**src/rtl/shift_ctrl_pkg.sv**
```systemverilog
// Shared definitions for the shift_ctrl serializer.
// State encodings and the gap counter width.
package shift_ctrl_pkg;

    typedef enum logic [1:0] {
        ST_IDLE  = 2'd0,
        ST_SHIFT = 2'd1,
        ST_GAP   = 2'd2
    } state_t;

    localparam int GAP_CW = 4;

endpackage

```
**src/rtl/shift_ctrl_piso.sv**
```systemverilog
// Parallel-in / serial-out shift register, MSB first.
// Shifts left with zero fill, so it is empty once a frame has gone out.
module shift_reg_piso #(
    parameter int WIDTH = 8
) (
    input  logic             clk,
    input  logic             rst_n,
    input  logic             load,
    input  logic             shift_en,
    input  logic [WIDTH-1:0] din,
    output logic             msb
);

    logic [WIDTH-1:0] sr;

    always_ff @(posedge clk or negedge rst_n) begin
        if (!rst_n) begin
            sr <= '0;
        end else begin
            unique case (1'b1)
                load:     sr <= din;
                shift_en: sr <= {sr[WIDTH-2:0], 1'b0};
                default:  sr <= sr;
            endcase
        end
    end

    assign msb = sr[WIDTH-1];

endmodule

```
**src/rtl/shift_ctrl.sv**
```systemverilog
// Word-to-serial controller: accepts a word, shifts it out MSB
// first, then idles GAP cycles before taking the next one.
module shift_ctrl
    import shift_ctrl_pkg::*;
#(
    parameter int WIDTH = 8,
    parameter int GAP   = 1
) (
    input  logic             clk,
    input  logic             rst_n,
    input  logic [WIDTH-1:0] in_data,
    input  logic             in_valid,
    output logic             in_ready,
    input  logic             pause,
    output logic             sout,
    output logic             sout_valid,
    output logic             frame_start,
    output logic             frame_done,
    output logic             busy
);

    localparam int CW = $clog2(WIDTH);

    state_t            state, state_nx;
    logic [CW-1:0]     cnt, cnt_nx;
    logic [GAP_CW-1:0] gcnt, gcnt_nx;
    logic              ready_q;
    logic              start_q;
    logic              done_q;
    logic              accept;
    logic              shift_en;

    assign accept   = (state == ST_IDLE) & in_valid & ready_q;
    assign shift_en = (state == ST_SHIFT) & ~pause;

    always_comb begin
        state_nx = state;
        cnt_nx   = cnt;
        gcnt_nx  = gcnt;
        unique case (state)
            ST_IDLE: begin
                if (accept) begin
                    state_nx = ST_SHIFT;
                    cnt_nx   = CW'(WIDTH - 1);
                end
            end
            ST_SHIFT: begin
                if (!pause) begin
                    if (cnt == '0) begin
                        if (GAP > 0) begin
                            state_nx = ST_GAP;
                            gcnt_nx  = GAP_CW'(GAP - 1);
                        end else begin
                            state_nx = ST_IDLE;
                        end
                    end else begin
                        cnt_nx = cnt - CW'(1);
                    end
                end
            end
            ST_GAP: begin
                if (!pause) begin
                    if (gcnt == '0) begin
                        state_nx = ST_IDLE;
                    end else begin
                        gcnt_nx = gcnt - GAP_CW'(1);
                    end
                end
            end
            default: state_nx = ST_IDLE;
        endcase
    end

    // Pulses are registered from the edge that enters the bit,
    // so a paused bit never re-pulses.
    always_ff @(posedge clk or negedge rst_n) begin
        if (!rst_n) begin
            state   <= ST_IDLE;
            cnt     <= '0;
            gcnt    <= '0;
            ready_q <= 1'b0;
            start_q <= 1'b0;
            done_q  <= 1'b0;
        end else begin
            state   <= state_nx;
            cnt     <= cnt_nx;
            gcnt    <= gcnt_nx;
            ready_q <= (state_nx == ST_IDLE);
            start_q <= accept;
            done_q  <= shift_en & (cnt == CW'(1));
        end
    end

    shift_reg_piso #(
        .WIDTH(WIDTH)
    ) u_piso (
        .clk      (clk),
        .rst_n    (rst_n),
        .load     (accept),
        .shift_en (shift_en),
        .din      (in_data),
        .msb      (sout)
    );

    assign in_ready    = ready_q;
    assign sout_valid  = (state == ST_SHIFT);
    assign frame_start = start_q;
    assign frame_done  = done_q;
    assign busy        = (state != ST_IDLE);

endmodule
```
**config.mk**
```make
export PLATFORM = sky130hd
export DESIGN_NAME = shift_ctrl
export DESIGN_NICKNAME = d
export VERILOG_FILES = /design/src/rtl/shift_ctrl_pkg.sv /design/src/rtl/shift_ctrl_piso.sv /design/src/rtl/shift_ctrl.sv
export SDC_FILE = /design/constraint.sdc
export NUM_CORES = 1
export LEC_CHECK = 0
export CORE_MARGIN = 10
export CORE_UTILIZATION = 40
export DETAILED_ROUTE_END_ITERATION = 8
export GPL_ROUTABILITY_DRIVEN = 0
export HOLD_SLACK_MARGIN = 0.05
export PLACE_DENSITY = 0.73
export SLEW_MARGIN = 20
export SYNTH_ARGS = -nofsm -noshare
export SYNTH_HDL_FRONTEND = slang
export SYNTH_HIERARCHICAL = 1
export SYNTH_SLANG_ARGS = --single-unit
```
**constraint.sdc**
```tcl
create_clock -name clk -period 1.55 [get_ports clk]
set_clock_uncertainty 0.05 [all_clocks]
set_input_delay 0.31 -clock clk [delete_from_list [all_inputs] [get_ports clk]]
set_output_delay 0.31 -clock clk [all_outputs]
set_load 0.01 [all_outputs]
```
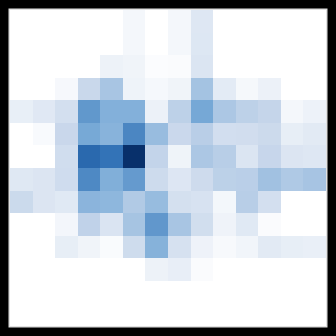
**Above:** signal metal coverage by tile.
The die is cut into 14 by 14 equal tiles; white is low, dark blue is high, scaled to the fullest tile. Values are wire area over tile area, all layers added.
- fullest tile: 0.54
- densest ninth of the die: middle
- emptiest ninth of the die: bottom left
- mean over tiles: 0.070
- nearly empty tiles: 44%
via count: 842
Total GRT Usage: 0.0925
Routed WL per cell: 13.6 µm
routed wire length: 2260 µm

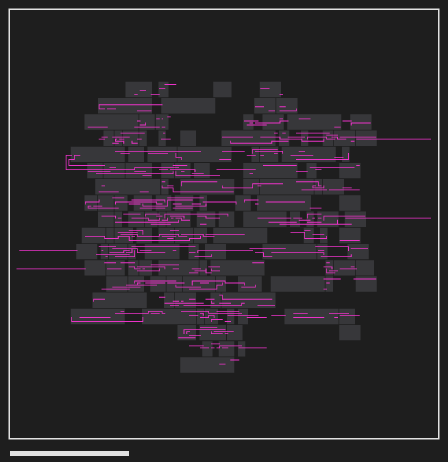
**Above:** the metal 1 layer.
Bar = 20 µm. Cells faint in the background.
- nets with wire on the layer: 136
- longest straight run: 14.3 µm
- share of all routed wire: 43%
- main direction: horizontal

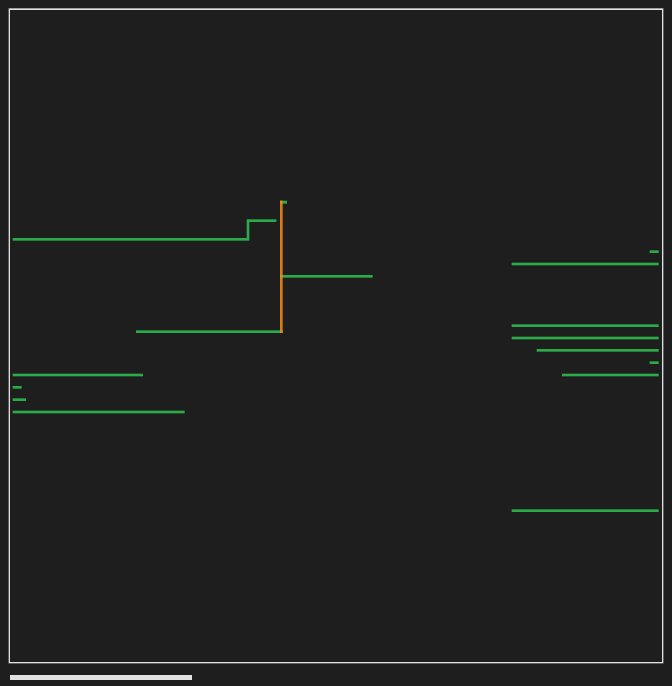
**Above:** wiring by layer.
Bar = 20 µm. Only two layers are drawn.
- green: met3 (wire length 180 µm)
- orange: met4 (wire length 14.3 µm)

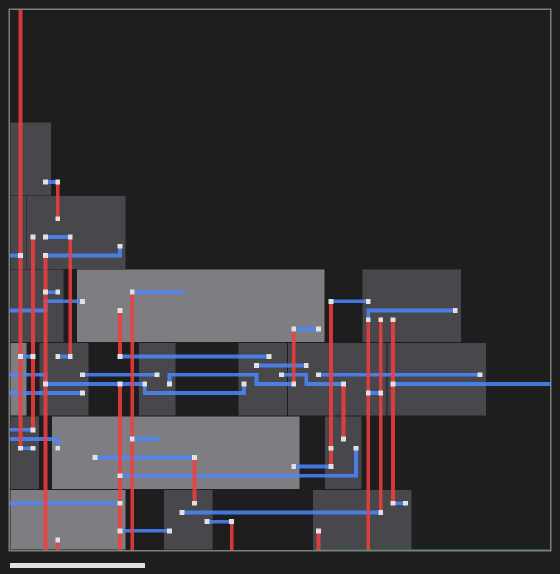
**Above:** layout detail.
Bar = 5 µm. Window x 44 to 64, y 44 to 64 µm. Cells in gray, sequential cells in the stronger gray; small squares are vias.
- green: met3
- red: met2
- blue: met1
- netlist names of flops here include: u_piso/sr (2)
- cells with their middle in the window: 13
- sequential cells in the window: 2
- most frequent: mux2i_1 (4), o21ai_1 (3)

==> job_summary.md <==
## Implementation flow summary

| Metric | Value |
|---|---|
| Largest voltage drop on the vdd net | `1.74 mV` |
| Switching part of the total power | `0.344` |
| Final Core Density | `0.586` |
| Worst r2r dst | `state[1]$_DFF_PN0_` |
| Worst-case hold slack | `266 ps` |
| Seq_cells | `20` |
| Clk cell area share | `0.0356` |
| Worst-path cell chain | `inv_2 -> ha_4 -> or3b_4 -> o21ba_4 -> a21o_1` |
| Portion of total power attributed to combinational logic | `0.492` |
| Fraction of area in multi-input gates | `0.376` |
| Overall die area | `5160 µm²` |
| Standard-cell rows | `18` |
| Number of OpenROAD warnings | `30` |
| Slowest Stage Delay on Critical Path | `420 ps` |
| Synth top cell by count | `sky130_fd_sc_hd__dfrtp_1` |
| Outcome | `finished, final reports clean` |
| Hold buffer count at CTS | `0` |
| Max-cap check violation count | `0` |
| Gate count after technology mapping | `103` |
| Number of distinct library cells after synthesis | `36` |
| Share of power burned in registers | `0.325` |
| Power per standard cell area | `1620 nW/µm²` |
| Post-synth top cells | `sky130_fd_sc_hd__dfrtp_1 (20), sky130_fd_sc_hd__nand2_1 (11), sky130_fd_sc_hd__mux2i_1 (10), sky130_fd_sc_hd__o21ai_1 (7)` |
| Clock buffer cells | `3` |
| Clock edge transition at the registers on the reported setup and hold paths | `120 ps` |
| Final standard cell area without fillers | `1480 µm²` |
| Number of nets in the final layout | `154` |
| Hold Vio Cnt, Final | `0` |
| Compound-cell area share of the yosys netlist | `0.153` |
| Setup repair after global routing missed its margin | `yes` |
| Static Leak | `0.676 nW` |
| Power in sequential cells | `0.000779 W` |
| Post-CTS Setup Repair Bufs | `0` |
| Switching power total | `0.000826 W` |
| Wire length of the first global-routing pass | `4000 µm` |
[per-layer routing]
layer  global-route usage  vias up  routed length, µm  share of wire
met2                0.160       16               1100           0.49
met3               0.0413        3                179          0.079
met5                    0        -                  0              0
li1                     -      421                  -              -
met1                0.100      402                966           0.43
met4               0.0237        0                 14         0.0062
[metrics by stage]
step / setup slack (ps) / power (W) / TNS (ps)
after CTS: 3.71 / 0.00233 / 0
after global routing: -20.8 / 0.00258 / -20.8
after floorplan: 0.323 / 0.00140 / 0
final: 18.2 / 0.00240 / 0
after detailed placement: -221 / 0.00190 / -2000
after global placement: -169 / 0.00186 / -1530
[flip-flops by register name, summed over array words and instances (netlist names)]
name,count
gcnt,4
frame_start,1
in_ready,1
state,2
cnt,3
u_piso/sr,8
frame_done,1
Power figures rest on the tool's default switching activity, not on a simulated workload.
